$ cat src/rtl/fp_classify_stream_pkg.sv
// rtl/fp_classify_stream_pkg.sv - class indices and format helpers shared by the classifier
package fp_classify_stream_pkg;

  localparam int FPC_NEG_INF  = 0;
  localparam int FPC_NEG_NORM = 1;
  localparam int FPC_NEG_DEN  = 2;
  localparam int FPC_NEG_ZERO = 3;
  localparam int FPC_POS_ZERO = 4;
  localparam int FPC_POS_DEN  = 5;
  localparam int FPC_POS_NORM = 6;
  localparam int FPC_POS_INF  = 7;
  localparam int FPC_SNAN     = 8;
  localparam int FPC_QNAN     = 9;
  localparam int FPC_NUM      = 10;

  // Exponent field width for the supported IEEE-754 binary formats; 0 marks an unsupported width.
  function automatic int exp_width(input int width);
    case (width)
      16:      return 5;
      32:      return 8;
      64:      return 11;
      default: return 0;
    endcase
  endfunction

endpackage

$ cat src/rtl/fp_classify_stream_lane.sv
// rtl/fp_classify_stream_lane.sv - combinational one-hot classifier for a single operand
module fp_class_lane
  import fp_classify_stream_pkg::*;
#(
  parameter int WIDTH = 16
) (
  input  logic [WIDTH-1:0]   data,
  output logic [FPC_NUM-1:0] cls
);

  localparam int EXP_W  = exp_width(WIDTH);
  localparam int MANT_W = WIDTH - 1 - EXP_W;

  logic              sign;
  logic [EXP_W-1:0]  exp_f;
  logic [MANT_W-1:0] mant;

  assign sign  = data[WIDTH-1];
  assign exp_f = data[WIDTH-2 -: EXP_W];
  assign mant  = data[MANT_W-1:0];

  always_comb begin
    cls = '0;
    if (&exp_f) begin
      if (mant == '0) begin
        cls[sign ? FPC_NEG_INF : FPC_POS_INF] = 1'b1;
      end else begin
        // NaN sign is deliberately ignored; only the quiet bit matters.
        cls[mant[MANT_W-1] ? FPC_QNAN : FPC_SNAN] = 1'b1;
      end
    end else if (exp_f == '0) begin
      if (mant == '0) begin
        cls[sign ? FPC_NEG_ZERO : FPC_POS_ZERO] = 1'b1;
      end else begin
        cls[sign ? FPC_NEG_DEN : FPC_POS_DEN] = 1'b1;
      end
    end else begin
      cls[sign ? FPC_NEG_NORM : FPC_POS_NORM] = 1'b1;
    end
  end

endmodule

$ cat src/rtl/fp_classify_stream.sv
// rtl/fp_classify_stream.sv - multi-lane IEEE-754 classifier stream with saturating class statistics
module fp_classify_stream
  import fp_classify_stream_pkg::*;
#(
  parameter int WIDTH = 16,
  parameter int LANES = 4,
  parameter int CNT_W = 16
) (
  input  logic                       clk,
  input  logic                       rst_n,
  input  logic                       in_valid,
  output logic                       in_ready,
  input  logic [LANES*WIDTH-1:0]     in_data,
  output logic                       out_valid,
  input  logic                       out_ready,
  output logic [LANES*FPC_NUM-1:0]   out_class,
  input  logic                       stat_clr,
  output logic [FPC_NUM*CNT_W-1:0]   stat_cnt,
  output logic                       snan_seen
);

  localparam int INC_W = $clog2(LANES + 1);
  localparam int SUM_W = ((CNT_W > INC_W) ? CNT_W : INC_W) + 1;
  localparam logic [SUM_W-1:0] CNT_MAX = {{(SUM_W-CNT_W){1'b0}}, {CNT_W{1'b1}}};

  if (WIDTH != 16 && WIDTH != 32 && WIDTH != 64) begin : g_bad_width
    $error("fp_classify_stream: WIDTH must be 16, 32 or 64");
  end

  logic                       accept;
  logic [FPC_NUM-1:0]         lane_cls [LANES];
  logic [LANES*FPC_NUM-1:0]   class_next;
  logic [INC_W-1:0]           inc      [FPC_NUM];
  logic [SUM_W-1:0]           sum      [FPC_NUM];
  logic [CNT_W-1:0]           cnt_next [FPC_NUM];
  logic [CNT_W-1:0]           cnt      [FPC_NUM];

  assign in_ready = !out_valid || out_ready;
  assign accept   = in_valid && in_ready;

  for (genvar k = 0; k < LANES; k++) begin : g_lane
    fp_class_lane #(.WIDTH(WIDTH)) u_lane (
      .data (in_data[k*WIDTH +: WIDTH]),
      .cls  (lane_cls[k])
    );
    assign class_next[k*FPC_NUM +: FPC_NUM] = lane_cls[k];
  end

  // A clear in the same cycle as an accept discards the old count before adding this beat.
  always_comb begin
    for (int c = 0; c < FPC_NUM; c++) begin
      inc[c] = '0;
      for (int k = 0; k < LANES; k++) begin
        inc[c] = inc[c] + INC_W'(lane_cls[k][c]);
      end
      sum[c]      = (stat_clr ? '0 : SUM_W'(cnt[c])) + SUM_W'(inc[c]);
      cnt_next[c] = (sum[c] > CNT_MAX) ? {CNT_W{1'b1}} : sum[c][CNT_W-1:0];
    end
  end

  always_ff @(posedge clk or negedge rst_n) begin
    if (!rst_n) begin
      out_valid <= 1'b0;
      out_class <= '0;
    end else if (accept) begin
      out_valid <= 1'b1;
      out_class <= class_next;
    end else if (out_ready) begin
      out_valid <= 1'b0;
    end
  end

  always_ff @(posedge clk or negedge rst_n) begin
    if (!rst_n) begin
      for (int c = 0; c < FPC_NUM; c++) cnt[c] <= '0;
      snan_seen <= 1'b0;
    end else if (accept) begin
      for (int c = 0; c < FPC_NUM; c++) cnt[c] <= cnt_next[c];
      snan_seen <= (snan_seen && !stat_clr) || (inc[FPC_SNAN] != '0);
    end else if (stat_clr) begin
      for (int c = 0; c < FPC_NUM; c++) cnt[c] <= '0;
      snan_seen <= 1'b0;
    end
  end

  for (genvar c = 0; c < FPC_NUM; c++) begin : g_cnt_out
    assign stat_cnt[c*CNT_W +: CNT_W] = cnt[c];
  end

endmodule
$ cat config.mk
export PLATFORM = sky130hd
export DESIGN_NAME = fp_classify_stream
export DESIGN_NICKNAME = d
export VERILOG_FILES = /design/src/rtl/fp_classify_stream_pkg.sv /design/src/rtl/fp_classify_stream_lane.sv /design/src/rtl/fp_classify_stream.sv
export SDC_FILE = /design/constraint.sdc
export NUM_CORES = 1
export LEC_CHECK = 0
export CORE_MARGIN = 2
export CORE_UTILIZATION = 47
export CTS_BUF_LIST = sky130_fd_sc_hd__clkbuf_2
export DETAILED_ROUTE_END_ITERATION = 12
export GPL_ROUTABILITY_DRIVEN = 0
export PLACE_DENSITY = 0.79
export SYNTH_ARGS = -nofsm -noshare
export SYNTH_HDL_FRONTEND = slang
export SYNTH_SLANG_ARGS = --single-unit
$ cat constraint.sdc
create_clock -name clk -period 2.9 [get_ports clk]
set_input_delay 0.87 -clock clk [delete_from_list [all_inputs] [get_ports clk]]
set_output_delay 0.87 -clock clk [all_outputs]
set_load 0.02 [all_outputs]
Figure 1. Metal 1 (run 1).
Scale: 3 px per um. Supply wires on this layer in grey. Cells faint in the background.
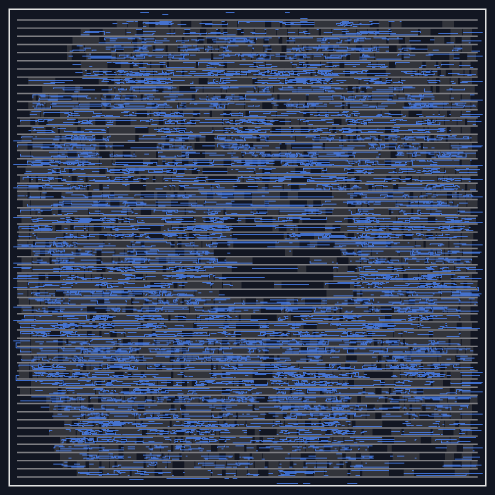
- main direction: horizontal
- wire length on this layer: 16100 um
- nets with wire on the layer: 1681
- longest straight run: 52.0 um
- share of all routed wire: 39%
overall routed net length: 41.7 mm
global routing usage on met1: 39.8%
via count of the routed design: 11900

Figure 2. Signal wires on met2 (run 1).
Scale: 3 px per um.
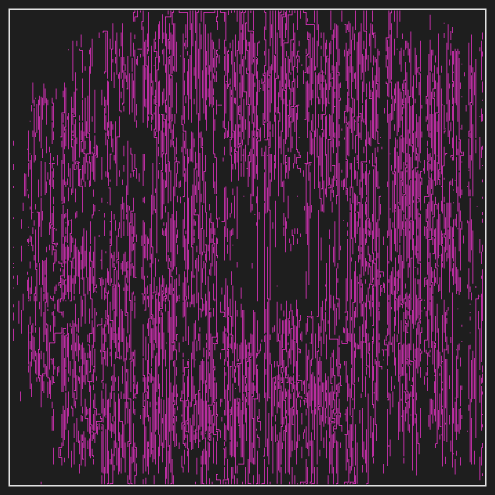
- nets with wire on the layer: 1679
- wire length on this layer: 20.2 mm
- longest straight run: 58.1 um
- share of all routed wire: 49%
met2 routing resource usage after global routing: 53.3%

Figure 3. The metal 3 layer (run 1).
Scale: 4 px per um. Cells faint in the background.
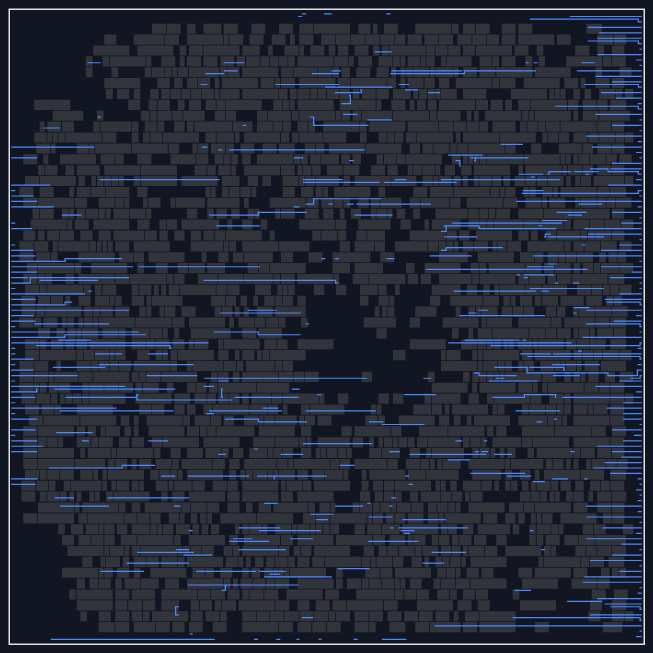
- share of all routed wire: 8.2%
- wire length on this layer: 3430 um
- main direction: horizontal
- nets with wire on the layer: 289
GR met3 Demand/Resource: 6.89%

Figure 4. Signal wires on met4 (run 1).
Scale: 2 px per um. Supply wires on this layer in grey. Cells faint in the background.
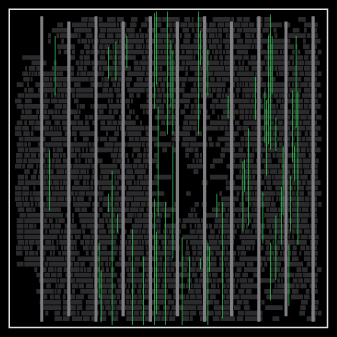
- main direction: vertical
- nets with wire on the layer: 45
- wire length on this layer: 1860 um
- longest straight run: 76.8 um
- share of all routed wire: 4.5%

run 1: cells in the mapped netlist, drive strengths merged (4+ instances only):
master     n
dfrtp    202
nand2    167
o21ai    123
nor2      91
xnor2     84
nor3      61
nand3     55
inv       52
nor2b     39
clkbuf    35
a21oi     32
nor4      32
fa        29
nand4     27
and3      20
buf       17
or3       17
xor2      16
ha        14
a31oi     12
and4      11
o211ai    11
or4        8
nor3b      7
a211oi     5
a2bb2oi    5
and2       5
o2111ai    5
mux2i      4
nand3b     4
run 1: what timing repair did:
action | 4_1_cts | 5_1_grt
setup buffers | 45 | 26
endpoints found under the setup margin | 164 | 160
pin swaps | 97 | 80
cloned | 3 | 2
hold buffers | 1 | 0
endpoints found under the hold margin | 34 | 0
gates resized | 323 | 127
==> ci_impl_report.md, run 1 <==
## Synthesis and layout report

| Metric | Value |
|---|---|
| Setup repair after global routing missed its margin | `true` |
| Number of nets in the final layout | `about 1800` |
| Worst endpoint data arrival time | `roughly 4.1 ns` |
| R2r worst-path depth | `10` |
| Sum of negative setup slack | `-41.83 ns` |
| Non-CTS inverters | `~52` |
| Bufs and invs on worst path | `3` |
| Post-synth net total | `between 1000 and 1500` |
| #MultiIn Comb | `about 920` |
| End of the worst register-to-register path | `stat_cnt[92]` |
| Beginning of the worst register-to-register path | `stat_cnt[80]` |
| Violations in the final reports | `setup timing` |
| Fraction of power spent switching nets | `between 30% and 40%` |
| Max-slew headroom at the worst pin | `around a fifth` |
| Endpoint of the worst hold path | `out_class[25]` |
| WS Path Type | `input port to flip-flop` |
| Run status | `finished with violations` |
| Overflow left after global routing | `0` |
| Share of post-route cells with drive strength above 1 | `around 34%` |
| Count of endpoints failing setup in the final report | `143` |
| Slowest stage cell, crit path | `or4_4` |
| Fillcell total | `approximately 1600` |
| Max FFs per register | `~160` |
| Final WS setup | `-0.473 ns` |
| Clock tree root driver cell | `clkbuf_2` |
| Buffers added on ports | `271` |
| Final Critical Period | `approximately 3.4 ns` |
| Number of antenna violations at the first check in global routing | `2` |
==> inputs of run 2 (changes only) <==
- CORE_UTILIZATION: 47 -> 52
- PLACE_DENSITY: 0.79 -> 0.83
- clock period: 2.9 -> 3.2 ns (I/O delays scaled with it)
Figure 5. Track usage over the die (run 2).
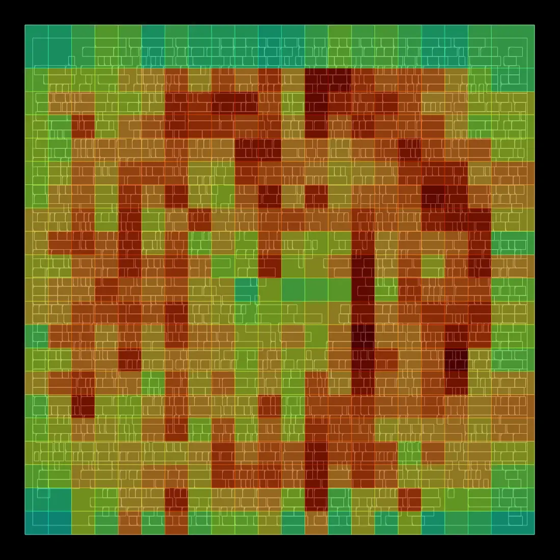
combined global-route utilization of all metal layers: 32.9%
busiest layer in global routing: met2
wire per inst: 20.3 um

==> run 2 against run 1 <==
  * Flip-flop count is the same
  * Sequential share of layout area up 1.1 points
  * Cell count decreased by 3.7%
  * Largest cell class unchanged
  * Via count down 0.20%
  * Largest power group unchanged
  * Final area fell by 3.8%
  * Clock skew rose by 0.0096 ns
  * Core utilization rose by 5.2 points
  * Combinational power down 13%
  * Register-to-register slack improved by 0.26 ns
  * Clock power shrank 9%
  * The run still ends with setup timing left
  * Hold slack got worse by 0.29 ns
  * Power shrank 9.8%
==> ci_impl_report.md, run 2 <==
## Synthesis and layout report

| Metric | Value |
|---|---|
| Run status | `finished with violations` |
| Violations in the final reports | `setup timing` |
| Design Power | `roughly 5.2 mW` |
| Part of the total power dissipated in the clock network | `about a third` |
| Detail Placement HPWL | `around 27 mm` |
| Post-synth net total | `1337` |
| Fillcell total | `~1200` |
| Number of nets in the final layout | `between 1500 and 2000` |
| Max FFs per register | `about 160` |
| Non-clock buffering overhead | `approximately a quarter` |
| Global routing usage on met1 | `~42%` |
| Number of synthesized register bits | `~200` |
| Async SR Flop Fraction | `100%` |
| Count of endpoints failing setup in the final report | `101` |
| Primary FF master, synth | `dfrtp_1` |
| Final Critical Period | `approximately 3.4 ns` |
| Top cell area share | `45.1%` |
| Worst-Margin Slew | `0.634 ns` |
| Rows | `53` |
| Cell breakdown of the critical path | `buf_6 > or4_4 > nor3_4 > nand2_4 > fa_1 > fa_2 > inv_2 > fa_2 > inv_2 > or3_4 > nor3_4 > nor4bb_2 > nor3_1` |
| Share of post-route cells with drive strength above 1 | `between 30% and 40%` |
| Slowest stage cell, crit path | `or4_4` |
| Clock tree root driver cell | `clkbuf_2` |
| Via count of the routed design | `about 12000` |
| Final WS setup | `-0.189 ns` |
| Sum of negative setup slack | `-9.06 ns` |
| GR met3 Demand/Resource | `8.15%` |
| Overall routed net length | `40.7 mm` |
| Bufs and invs on worst path | `3` |
| Worst endpoint data arrival time | `roughly 4.0 ns` |
| Overflow left after global routing | `0` |
| Non-CTS inverters | `52` |
| Number of antenna violations at the first check in global routing | `2` |
| Buffers added on ports | `around 270` |
| Max-slew headroom at the worst pin | `between 50% and 60%` |
| Cell with the most instances after synthesis | `dfrtp_1` |
| Syn Inst Count | `about 1200` |
| Quantity of hold-fixing buffers added after cts | `0` |
| Netlist Area Pre-Place | `11200 um2` |
| Setup repair after global routing missed its margin | `true` |
| WS Path Type | `input port to flip-flop` |
| Met2 routing resource usage after global routing | `54.1%` |
| Fraction of power spent switching nets | `approximately 31%` |
| #MultiIn Comb | `around 900` |
## run 2: cell counts after synthesis
Identical to the previous run, type by type.
## run 2: what timing repair did
| item | in CTS | in global routing |
|---|---|---|
| pin swaps | 80 | 69 |
| setup endpoints to repair | 158 | 116 |
| resized | 215 | 155 |
| gates cloned | 2 | 2 |
| setup buffers | 28 | 22 |
## run 2: path summary, 6_finish.rpt
path	startpoint	end	slack [ns]	depth (start not counted)
min in group clk	out_class[38]	out_class[38]	0.48	2
min reg2reg	out_class[38]	out_class[38]	0.48	2
max reg2reg	stat_cnt[144]	stat_cnt[158]	0.26	10
max in group asynchronous	rst_n	stat_cnt[7]	2.16	2
max	in_data[46]	stat_cnt[94]	-0.19	13
min	rst_n	out_class[7]	0.19	1
Power is estimated from default activity; no workload was simulated.
